**Port wiring**

The bar under the picture is 20 um long.
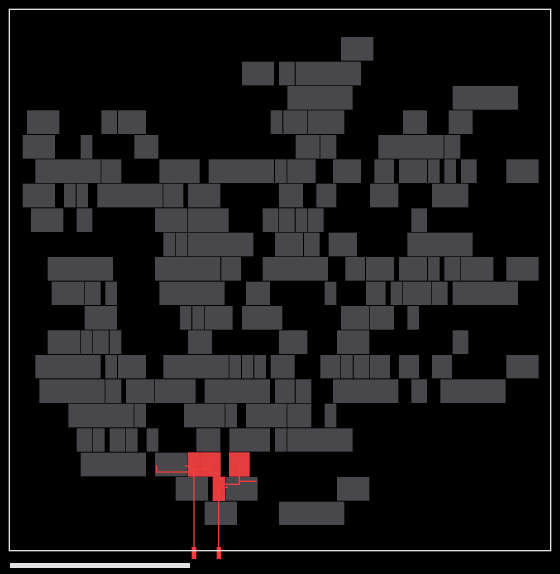
**Close-up of the layout**

Region (0, 20) to (40, 60) um. Cells in grey, sequential cells in the stronger grey; small squares are vias.
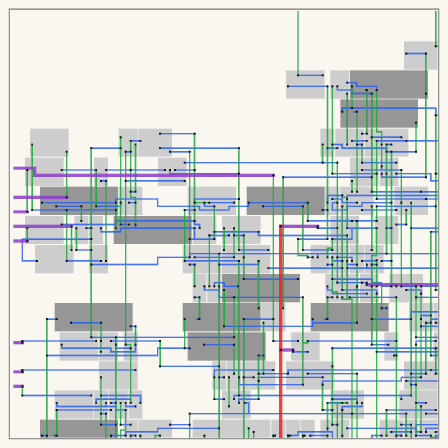
==> src/rtl/mac2b_seq.sv <==
// mac2b_seq: streaming multiply-accumulate stage built around the 2-bit
// combinational multiplier. Accepts N operand pairs over a valid/ready
// handshake, sums their products and hands the dot product downstream
// over a second valid/ready handshake.

// 2-bit x 2-bit combinational multiplier producing a 4-bit product.
module mac2b_mul (
   input  logic [1:0] x,
   input  logic [1:0] y,
   output logic [3:0] z
);

   logic [3:0] pp0;
   logic [3:0] pp1;

   // Sum of the two shifted partial products.
   always_comb begin
      pp0 = {2'b00, x & {2{y[0]}}};
      pp1 = {1'b0, x & {2{y[1]}}, 1'b0};
      z   = pp0 + pp1;
   end

endmodule

module mac2b_seq #(
   parameter int N     = 4,
   parameter int ACC_W = 8
) (
   input  logic             clk,
   input  logic             rst_n,
   input  logic             in_valid,
   output logic             in_ready,
   input  logic [1:0]       x,
   input  logic [1:0]       y,
   output logic             out_valid,
   input  logic             out_ready,
   output logic [ACC_W-1:0] acc_out,
   output logic             ovf
);

   localparam int CNT_W = (N > 1) ? $clog2(N) : 1;
   localparam logic [CNT_W-1:0] LAST = CNT_W'(N - 1);

   typedef enum logic {
      ACCUM,
      DONE
   } state_t;

   state_t           state;
   state_t           state_n;
   logic [ACC_W-1:0] acc;
   logic [ACC_W-1:0] acc_n;
   logic [CNT_W-1:0] cnt;
   logic [CNT_W-1:0] cnt_n;
   logic             ovf_r;
   logic             ovf_r_n;
   logic [ACC_W-1:0] acc_out_n;
   logic             ovf_n;
   logic             out_valid_n;
   logic [3:0]       z;
   logic [ACC_W:0]   sum;
   logic             fire;

   mac2b_mul u_mul (
      .x (x),
      .y (y),
      .z (z)
   );

   // Ready depends only on state and reset so it never combinationally
   // loops back through the upstream valid.
   assign in_ready = (state == ACCUM) && rst_n;
   assign fire     = in_valid && in_ready;

   // One extra bit on the adder exposes the carry used for the overflow flag.
   always_comb begin
      sum = {1'b0, acc} + {{(ACC_W - 3){1'b0}}, z};
   end

   // Next-state and next-register values; everything holds by default.
   always_comb begin
      state_n     = state;
      acc_n       = acc;
      cnt_n       = cnt;
      ovf_r_n     = ovf_r;
      acc_out_n   = acc_out;
      ovf_n       = ovf;
      out_valid_n = out_valid;
      case (state)
         ACCUM: begin
            if (fire) begin
               if (cnt == LAST) begin
                  acc_out_n   = sum[ACC_W-1:0];
                  ovf_n       = ovf_r | sum[ACC_W];
                  out_valid_n = 1'b1;
                  state_n     = DONE;
                  acc_n       = '0;
                  cnt_n       = '0;
                  ovf_r_n     = 1'b0;
               end else begin
                  acc_n   = sum[ACC_W-1:0];
                  ovf_r_n = ovf_r | sum[ACC_W];
                  cnt_n   = cnt + CNT_W'(1);
               end
            end
         end
         DONE: begin
            if (out_ready) begin
               out_valid_n = 1'b0;
               state_n     = ACCUM;
            end
         end
         default: begin
            state_n = ACCUM;
         end
      endcase
   end

   // State and datapath registers with synchronous active-low reset.
   always_ff @(posedge clk) begin
      if (!rst_n) begin
         state     <= ACCUM;
         acc       <= '0;
         cnt       <= '0;
         ovf_r     <= 1'b0;
         acc_out   <= '0;
         ovf       <= 1'b0;
         out_valid <= 1'b0;
      end else begin
         state     <= state_n;
         acc       <= acc_n;
         cnt       <= cnt_n;
         ovf_r     <= ovf_r_n;
         acc_out   <= acc_out_n;
         ovf       <= ovf_n;
         out_valid <= out_valid_n;
      end
   end

endmodule
==> config.mk <==
export PLATFORM = sky130hd
export DESIGN_NAME = mac2b_seq
export DESIGN_NICKNAME = d
export VERILOG_FILES = /design/src/rtl/mac2b_seq.sv
export SDC_FILE = /design/constraint.sdc
export NUM_CORES = 1
export LEC_CHECK = 0
export CORE_UTILIZATION = 35
export CTS_BUF_LIST = sky130_fd_sc_hd__clkbuf_4 sky130_fd_sc_hd__clkbuf_8
export DETAILED_ROUTE_END_ITERATION = 8
export PLACE_DENSITY = 0.64
export SLEW_MARGIN = 0
export SYNTH_ARGS = -nofsm -noshare
export SYNTH_HDL_FRONTEND = slang
export SYNTH_SLANG_ARGS = --single-unit
==> constraint.sdc <==
create_clock -name clk -period 6 [get_ports clk]
set_clock_uncertainty 0.1 [all_clocks]
set_input_delay 0.9 -clock clk [delete_from_list [all_inputs] [get_ports clk]]
set_output_delay 0.9 -clock clk [all_outputs]
set_load 0.05 [all_outputs]
==> flow_summary_export.csv <==
group,metric,value,unit
outcome,outcome,"finished clean",
finish,antenna_cells,0,
synth,top_cells_by_area,"dfxtp_1 37%, ha_1 6.4%, nand2_1 5.1%",
place,io_buffers,18,
timing,maxSlewViolCount,0,
synth,ys_top_logic_family,"AND-OR/OR-AND gates",
detailed_routing,wl_met2,1180,um
synth,common_cells,"22 x dfxtp_1, 16 x nand2_1, 11 x nor2_1",
floorplan,dieHeight,60.1,um
global_route,grt_max_degree,17,
detailed_routing,routed.top_layer,"met4",
finish,lay_top_count,"dfxtp_1",
finish,fin_cells,194,
floorplan,ios,19,
hold_path,hp-class,"reg2reg",
finish,largest_cell_class,"combinational gates",
synth,yosys_area,1180,um^2
power_and_ir_drop,irDropWorstVdd,106,uV
synth,ff_type,"dfxtp_1",
floorplan,die-width,60.1,um
detailed_routing,wl_met1,1290,um
place,gp_congestion,0.743,
setup_path,rrSetupSlack,3.40,ns
finish,comb_share,48.5,%
setup_path,crit_chain,"clkdlybuf4s50_1 -> inv_1 -> nor2_1 -> clkdlybuf4s50_1",
finish,clkbuf_count,3,
floorplan,coreArea,3130,um^2
global_route,grt_pass1_vias,985,
timing,slew_headroom,61.4,%
synth,mux_share,1.69,%
clock_network,cts_tree,"done",
place,dp.cells,191,
setup_path,arrival,3.03,ns
synth,ys_warn_count,0,
timing,finalWorstSetupSlack,1.97,ns
synth,synthAoiAreaFrac,23.4,%
setup_path,path_depth,4,
synth,edf_count,0,
setup_path,reg2reg_depth,9,
finish,area_growth_syn_to_layout,18.4,%
timing,min_period,4.03,ns
timing,worst_pin_slew,0.578,ns
finish,ff_count,22,
detailed_routing,viasPerCell,5.29,
finish,final_layout_size_suffix_gt1_share,4.00,%
clock_network,cts_made_buffers,3,
setup_path,critPathMostFrequentCell,"clkdlybuf4s50_1",
detailed_routing,drc_errors,0,
floorplan,rows,20,
power_and_ir_drop,p_per_area,188,nW/um^2
detailed_routing,first_iter_violations,49,
place,place_area,1380,um^2
finish,final_cell_mix,"22 x dfxtp_1, 18 x clkdlybuf4s50_1, 16 x nand2_1, 11 x nor2_1, 9 x a21oi_1",
synth,avgSynthCellArea,8.56,um^2
synth,synth-seq-cells,22,
timing,rsz0062_at_grt,"false",
clock_network,cts_buffer_depth,2,
synth,ys_sh_simple,21.8,%
setup_path,r2r-start,"acc[1]",
setup_path,endpoint_kind,"primary output",
synth,async_reset_ff_share,0,%
clock_network,post_cts_buffers,0,
place,place_ws,2.03,ns
synth,synth_cell_types,34,
synth,synthXorXnorAreaFrac,0.742,%
finish,top_regs,"acc (8), acc_out (8), cnt (2)",
setup_path,endpoint,"in_ready",
global_route,top_usage_layer,"met2",
finish,nNonClkBuffers,18,
synth,top_area_cell,"dfxtp_1",
global_route,antenna_found_initial,0,
setup_path,r2r-end,"acc_out[7]",
setup_path,crit_path_max_incr_delay,0.82,ns
clock_network,cts_resized,0,
timing,finalSetupTns,0,ns
power_and_ir_drop,p_leak,0.525,nW
global_route,grt_pass1_wl,4310,um
finish,clk_share,1.61,%
setup_path,crit_path_start,"rst_n",
timing,holdWs,0.357,ns
global_route,met3_usage,2.60,%
synth,ys_cells,138,
synth,syn_area,1180,um^2
finish,n_all_inverters,6,
setup_path,path_buffers,3,
finish,post-route-util,44.7,%
global_route,grt_usage,16.0,%
timing,max_freq,248,MHz
synth,fp_nets,154,
run,log.warning_count,26,
setup_path,crit_path_start_kind,"input port",
finish,fill_cells,311,
clock_network,cts_hold_buffers,0,
finish,final_area,1400,um^2
setup_path,critPathMaxFanout,16,
floorplan,dieArea,3610,um^2
clock_network,clock_latency,0.31,ns
clock_network,root_buffer,"clkbuf_4",
detailed_routing,vias,1026,
clock_network,clk_pin_slew_worst_paths,0.11,ns
finish,layout.area.comb,678,um^2
setup_path,path_delay_family,"buffers and inverters",
synth,synth_top_area_share,37.3,%
floorplan,fp_util,37.8,%
timing,finalSetupViolCount,0,
synth,synthCells,138,
setup_path,worstSetupPathType,"in2out",
run,drv_cap,0,
finish,fin_nets,168,
Notes on 'port wiring' above:
`y` -> red  # direction input, end cells 4, buffers 2, wire 30.2 um

Notes on 'close-up of the layout' above:
met2 -> green
met3 -> purple
met4 -> red
met1 -> blue
sequential cells in the window = 11
cells with their middle in the window = 80
netlist names of flops here include = `acc_out` (3), `acc` (2), `cnt` (2)
most frequent = dfxtp_1 (11), clkdlybuf4s50_1 (9), nand2_1 (8)

worst min-delay path, cell delays in order (launching register included):
cell and delay (ns):
dfxtp_1 0.33, nand2_1 0.05, a21oi_1 0.05
worst min-delay path by stage:
stage | to | startpoint | slack [ns] | cells past startpoint
finish | acc[1] | acc[1] | 0.36 | 2
global route | acc[1] | acc[1] | 0.38 | 2
CTS | acc[1] | acc[1] | 0.36 | 2
detailed placement | acc[1] | acc[1] | 0.35 | 2
global placement | acc_out[3] | acc_out[3] | 0.35 | 2
floorplan | acc[1] | acc[1] | 0.33 | 2
power breakdown:
part           switching (W)  internal, W   total, W
combinational      0.0000239    0.0000182  0.0000421
clock              0.0000455    0.0000235  0.0000690
sequential        0.00000231     0.000150   0.000152
total              0.0000717     0.000192   0.000264
Power and IR drop assume default switching activity.
